===== config.mk =====
export PLATFORM = sky130hd
export DESIGN_NAME = comb_always_arbiter
export DESIGN_NICKNAME = d
export VERILOG_FILES = /design/src/rtl/comb_always_pkg.sv /design/src/rtl/comb_always_combine.sv /design/src/rtl/comb_always_arbiter.sv
export SDC_FILE = /design/constraint.sdc
export NUM_CORES = 1
export LEC_CHECK = 0
export CORE_ASPECT_RATIO = 1.25
export CORE_UTILIZATION = 30
export CTS_CLUSTER_SIZE = 10
export DETAILED_ROUTE_END_ITERATION = 16
export PLACE_DENSITY = 0.67
export SYNTH_ARGS = -nofsm -noshare
export SYNTH_HDL_FRONTEND = slang
export SYNTH_SLANG_ARGS = --single-unit

===== constraint.sdc =====
create_clock -name clk -period 3.6 [get_ports clk]
set_input_delay 0.72 -clock clk [delete_from_list [all_inputs] [get_ports clk]]
set_output_delay 0.72 -clock clk [all_outputs]
set_load 0.01 [all_outputs]

===== src/rtl/comb_always_pkg.sv =====
// Shared definitions for the two-requester combine arbiter.
//   op_e        : op codes understood by the shared combine unit
//   out_state_e : occupancy of the single-entry output register
//   REQ_COUNT   : number of requesters sharing the datapath
//   ID_W        : width of the requester id tag
package comb_always_pkg;

    localparam int REQ_COUNT = 2;
    localparam int ID_W      = $clog2(REQ_COUNT);

    typedef enum logic [1:0] {
        PASS_A = 2'd0,
        PASS_B = 2'd1,
        OR     = 2'd2,
        RSVD   = 2'd3
    } op_e;

    typedef enum logic {
        ST_EMPTY = 1'b0,
        ST_FULL  = 1'b1
    } out_state_e;

endpackage


===== src/rtl/comb_always_combine.sv =====
// Shared combine unit, purely combinational.
//   a, b   : WIDTH-bit operands
//   op     : op code (PASS_A, PASS_B, OR, reserved)
//   result : combined value, WIDTH bits, zero for the reserved code
//   is_bad : high when op is the reserved code
module comb_always_combine
    import comb_always_pkg::*;
#(
    parameter int WIDTH = 4
) (
    input  logic [WIDTH-1:0] a,
    input  logic [WIDTH-1:0] b,
    input  logic [1:0]       op,
    output logic [WIDTH-1:0] result,
    output logic             is_bad
);

    // Select the combine function for the presented op code.
    always_comb begin
        result = {WIDTH{1'b0}};
        is_bad = 1'b0;
        case (op_e'(op))
            PASS_A:  result = a;
            PASS_B:  result = b;
            OR:      result = a | b;
            RSVD: begin
                result = {WIDTH{1'b0}};
                is_bad = 1'b1;
            end
            default: begin
                result = {WIDTH{1'b0}};
                is_bad = 1'b1;
            end
        endcase
    end

endmodule


===== src/rtl/comb_always_arbiter.sv =====
// Round-robin arbiter sharing one combine unit between two requesters,
// with a single-entry back-pressured output register tagged by requester id.
//   clk, rst                 : clock, synchronous active-high reset
//   reqN_valid/ready         : requester N handshake (N = 0, 1)
//   reqN_a, reqN_b, reqN_op  : requester N operands and op code
//   out_valid/out_ready      : output register handshake
//   out_data, out_id, out_op : registered result, producing requester, op code
//   bad_op                   : sticky, set when a reserved op code is accepted
module comb_always_arbiter
    import comb_always_pkg::*;
#(
    parameter int WIDTH = 4
) (
    input  logic              clk,
    input  logic              rst,
    input  logic              req0_valid,
    output logic              req0_ready,
    input  logic [WIDTH-1:0]  req0_a,
    input  logic [WIDTH-1:0]  req0_b,
    input  logic [1:0]        req0_op,
    input  logic              req1_valid,
    output logic              req1_ready,
    input  logic [WIDTH-1:0]  req1_a,
    input  logic [WIDTH-1:0]  req1_b,
    input  logic [1:0]        req1_op,
    output logic              out_valid,
    input  logic              out_ready,
    output logic [WIDTH-1:0]  out_data,
    output logic [ID_W-1:0]   out_id,
    output logic [1:0]        out_op,
    output logic              bad_op
);

    out_state_e        r_state;
    out_state_e        w_state_nxt;
    logic              r_last_grant;
    logic [WIDTH-1:0]  r_data;
    logic [ID_W-1:0]   r_id;
    logic [1:0]        r_op;
    logic              r_bad;

    logic              w_accept;
    logic              w_grant0;
    logic              w_grant1;
    logic              w_rdy0;
    logic              w_rdy1;
    logic              w_hs;
    logic [WIDTH-1:0]  w_a;
    logic [WIDTH-1:0]  w_b;
    logic [1:0]        w_op;
    logic [WIDTH-1:0]  w_result;
    logic              w_is_bad;

    // Round-robin grant: a lone requester wins; on contention the one not
    // granted last wins (r_last_grant resets to 1 so requester 0 goes first).
    always_comb begin
        w_grant0 = req0_valid && (!req1_valid || r_last_grant);
        w_grant1 = req1_valid && (!req0_valid || !r_last_grant);
    end

    // Grant mux feeding the single shared combine unit.
    always_comb begin
        if (w_grant1) begin
            w_a  = req1_a;
            w_b  = req1_b;
            w_op = req1_op;
        end else begin
            w_a  = req0_a;
            w_b  = req0_b;
            w_op = req0_op;
        end
    end

    comb_always_combine #(
        .WIDTH (WIDTH)
    ) u_combine (
        .a      (w_a),
        .b      (w_b),
        .op     (w_op),
        .result (w_result),
        .is_bad (w_is_bad)
    );

    // Output-stage state register.
    always_ff @(posedge clk) begin
        if (rst) begin
            r_state <= ST_EMPTY;
        end else begin
            r_state <= w_state_nxt;
        end
    end

    // Output-stage next state: a drain with a simultaneous accept stays FULL.
    always_comb begin
        w_state_nxt = r_state;
        case (r_state)
            ST_EMPTY: begin
                if (w_hs) begin
                    w_state_nxt = ST_FULL;
                end else begin
                    w_state_nxt = ST_EMPTY;
                end
            end
            ST_FULL: begin
                if (w_hs) begin
                    w_state_nxt = ST_FULL;
                end else if (out_ready) begin
                    w_state_nxt = ST_EMPTY;
                end else begin
                    w_state_nxt = ST_FULL;
                end
            end
            default: w_state_nxt = ST_EMPTY;
        endcase
    end

    // Output-stage decode: acceptance window and readies. out_ready reaches
    // the readies combinationally; rst masks them so no handshake completes.
    always_comb begin
        w_accept = (r_state == ST_EMPTY) || out_ready;
        w_rdy0   = w_accept && w_grant0 && !rst;
        w_rdy1   = w_accept && w_grant1 && !rst;
        w_hs     = w_rdy0 || w_rdy1;
    end

    // Result register, round-robin history and sticky reserved-op flag.
    always_ff @(posedge clk) begin
        if (rst) begin
            r_data       <= {WIDTH{1'b0}};
            r_id         <= {ID_W{1'b0}};
            r_op         <= 2'd0;
            r_bad        <= 1'b0;
            r_last_grant <= 1'b1;
        end else if (w_hs) begin
            r_data       <= w_result;
            r_id         <= w_grant1;
            r_op         <= w_op;
            r_bad        <= r_bad | w_is_bad;
            r_last_grant <= w_grant1;
        end else begin
            r_data       <= r_data;
            r_id         <= r_id;
            r_op         <= r_op;
            r_bad        <= r_bad;
            r_last_grant <= r_last_grant;
        end
    end

    assign req0_ready = w_rdy0;
    assign req1_ready = w_rdy1;
    assign out_valid  = (r_state == ST_FULL);
    assign out_data   = r_data;
    assign out_id     = r_id;
    assign out_op     = r_op;
    assign bad_op     = r_bad;

endmodule


Metal 1:
Supply wires on this layer in gray.
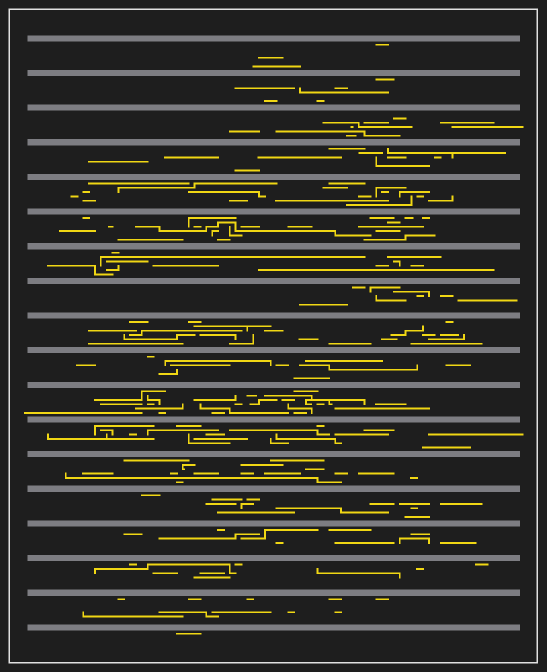
wire length on this layer = 693 um
main direction = horizontal
nets with wire on the layer = 109
longest straight run = 20.7 um
DR vias: 640
Global Route met1 Usage: 20.9%
Routed Wire Length: 1.59 mm

Placement by cell class:
The bar under the picture is 10 um long. Fill, decap, tap and diode cells in gray.
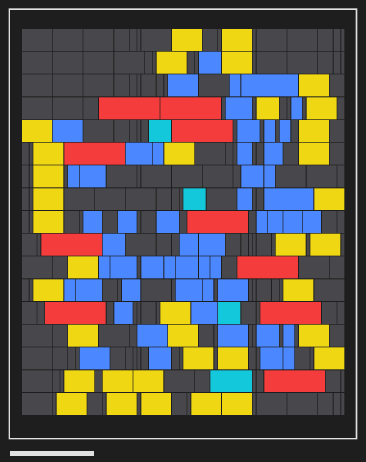
other buffers and delay cells -> yellow  # cells 36
flops -> red  # cells 10
all other logic -> blue  # cells 53
clock drivers and dummy loads -> cyan  # cells 4
Placeable Area: 0.00179 mm2
# rows: 17
register share of the cell area: 20.4%
final std cell area, no fill: 983 um2

Track usage over the die:
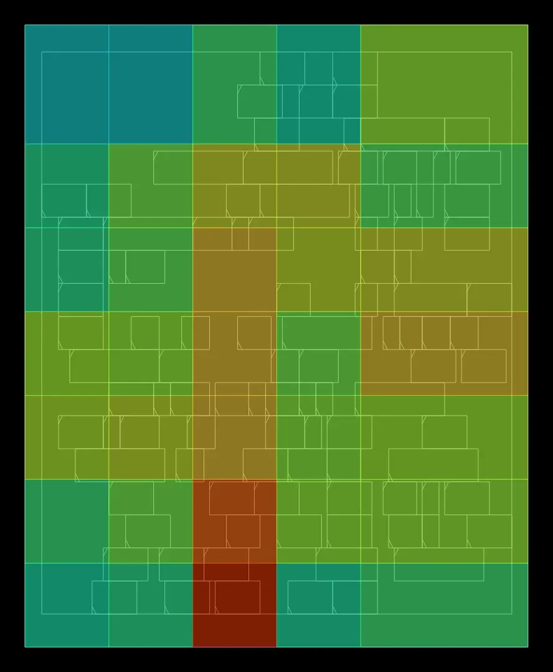
most congested layer reported by global routing: met2
utilization after layout: 55.0%
global-route met2 utilization: 28.1%
final routed wire length divided by cell count: 13.0 um
All-Layer GR Usage: 17.6%

Cell area per tile:
8 x 10 tiles, from white (low) to dark blue (high), 0 to 100% covered.
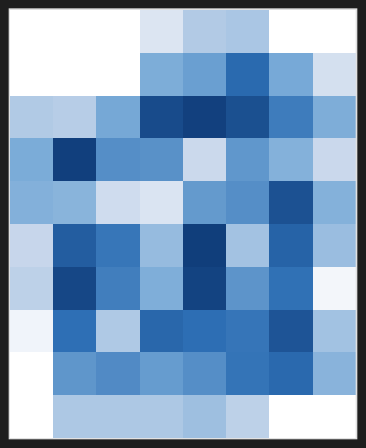
nearly empty tiles = 15%
emptiest ninth of the die = upper left
mean over tiles = 45%
effective utilization at floorplan: 32.5%

==> results.yml <==
# flow metrics
outcome:
  status: "completed"
detailed_routing:
  detail_route.drc_violations: 0
  route.met3.wl_um: 83
  firstDrtPassIters: 4
  via_per_inst: 5.25
  drt_iter0_markers: 5
synth:
  ys_top_logic_family: "AND-OR/OR-AND gates"
  avgSynthCellArea_um2: 8.93
  synth_top_area_cells: "sky130_fd_sc_hd__dfxtp_1 34%, sky130_fd_sc_hd__mux2i_1 10%, sky130_fd_sc_hd__o221ai_1 6.0%"
  synthesis.nets: 90
  yosys.cell_count.top_type: "sky130_fd_sc_hd__dfxtp_1"
  synth.cellmix.simpleShare_pct: 21.8
  numSynthFlops: 10
  post_synth_num_cell_types: 26
  fa_ha_maj_cells_area_fraction_pct: 0
  synthCells: 65
  synthDominantCellAreaShare_pct: 34.5
  xor_area_share_pct: 3.02
  ys_top_cells_by_count: "10 x sky130_fd_sc_hd__dfxtp_1, 8 x sky130_fd_sc_hd__nand2_1, 6 x sky130_fd_sc_hd__mux2i_1"
setup_path:
  worstRegToRegCells: 4
  worstSetupPathType: "primary input to output pin"
  timing.reg2reg.setup_slack_ns: 2.24
  critical-path-top-cell-by-count: "sky130_fd_sc_hd__clkdlybuf4s50_1"
  timing.critical_path.cells: "clkdlybuf4s50_1 -> nor2b_1 -> nor2_1 -> nand3_1 -> inv_1 -> clkdlybuf4s50_1"
  critPathTopFamily: "buffers and inverters"
  worst_setup_path_start_kind: "primary input"
  r2r_end: "out_data[2]"
sta:
  max_slew_margin_pct: 74.5
  tightestPinTransition_ns: 0.380
  hold_viol: 0
  rsz0062_at_grt: "no"
  setup-tns-final_ns: 0
  final-setup-viol-count: 0
  post-route-min-period_ns: 2.93
clock_network:
  cts-root-to-sink-buffers: 2
  cts-root-buf: "sky130_fd_sc_hd__clkbuf_4"
  cts.reportedPaths.clkPinSlew_ns: 0.07
  tritoncts: "yes"
  cts_repair_resizes: 0
  cts-buffers-inserted: 3
  buffers_inserted_by_post_cts_timing_repair: 0
finish:
  area_share_nonclk_buffers_pct: 36.4
  largest_register_ff_count: 4
  layoutNonFillerInstCount: 122
  antenna_fix_cells: 0
  clock_area_share_pct: 3.69
  flop_area_um2: 200
  fraction_of_standard_cell_area_in_multi_input_logic_pct: 36.0
  layout.area.top_class: "buffers"
  combGateArea_um2: 354
placement:
  portBuffers: 35
  detailed_place_hpwl_mm: 1.25
  gpl.final_weighted_congestion: 0.687
grt:
  met3_track_demand_over_resource_pct: 3.48
  grt_pass1_vias: 609
  grt_antenna_before_repair: 0
  pin_count_of_the_biggest_net_entering_global_routing: 19
flow_run:
  warning_count: 26
min_path:
  worst_hold_startpoint: "out_data[1]"
  worstHoldPathType: "flop to flop"
power:
  power.leakage_nw: 0.376
  top_power_group: "registers"
  power.switching_uw: 87.0
  seq_power_uw: 128
  power.sequential.fraction_pct: 38.5
  sw_frac_of_total_pct: 26.3
floorplanning:
  io-pin-count: 36
  nWellTaps: 19
  floorplan.die.height_um: 51.2
  die.size.x_um: 41.3
Power figures rest on the tool's default switching activity, not on a simulated workload.
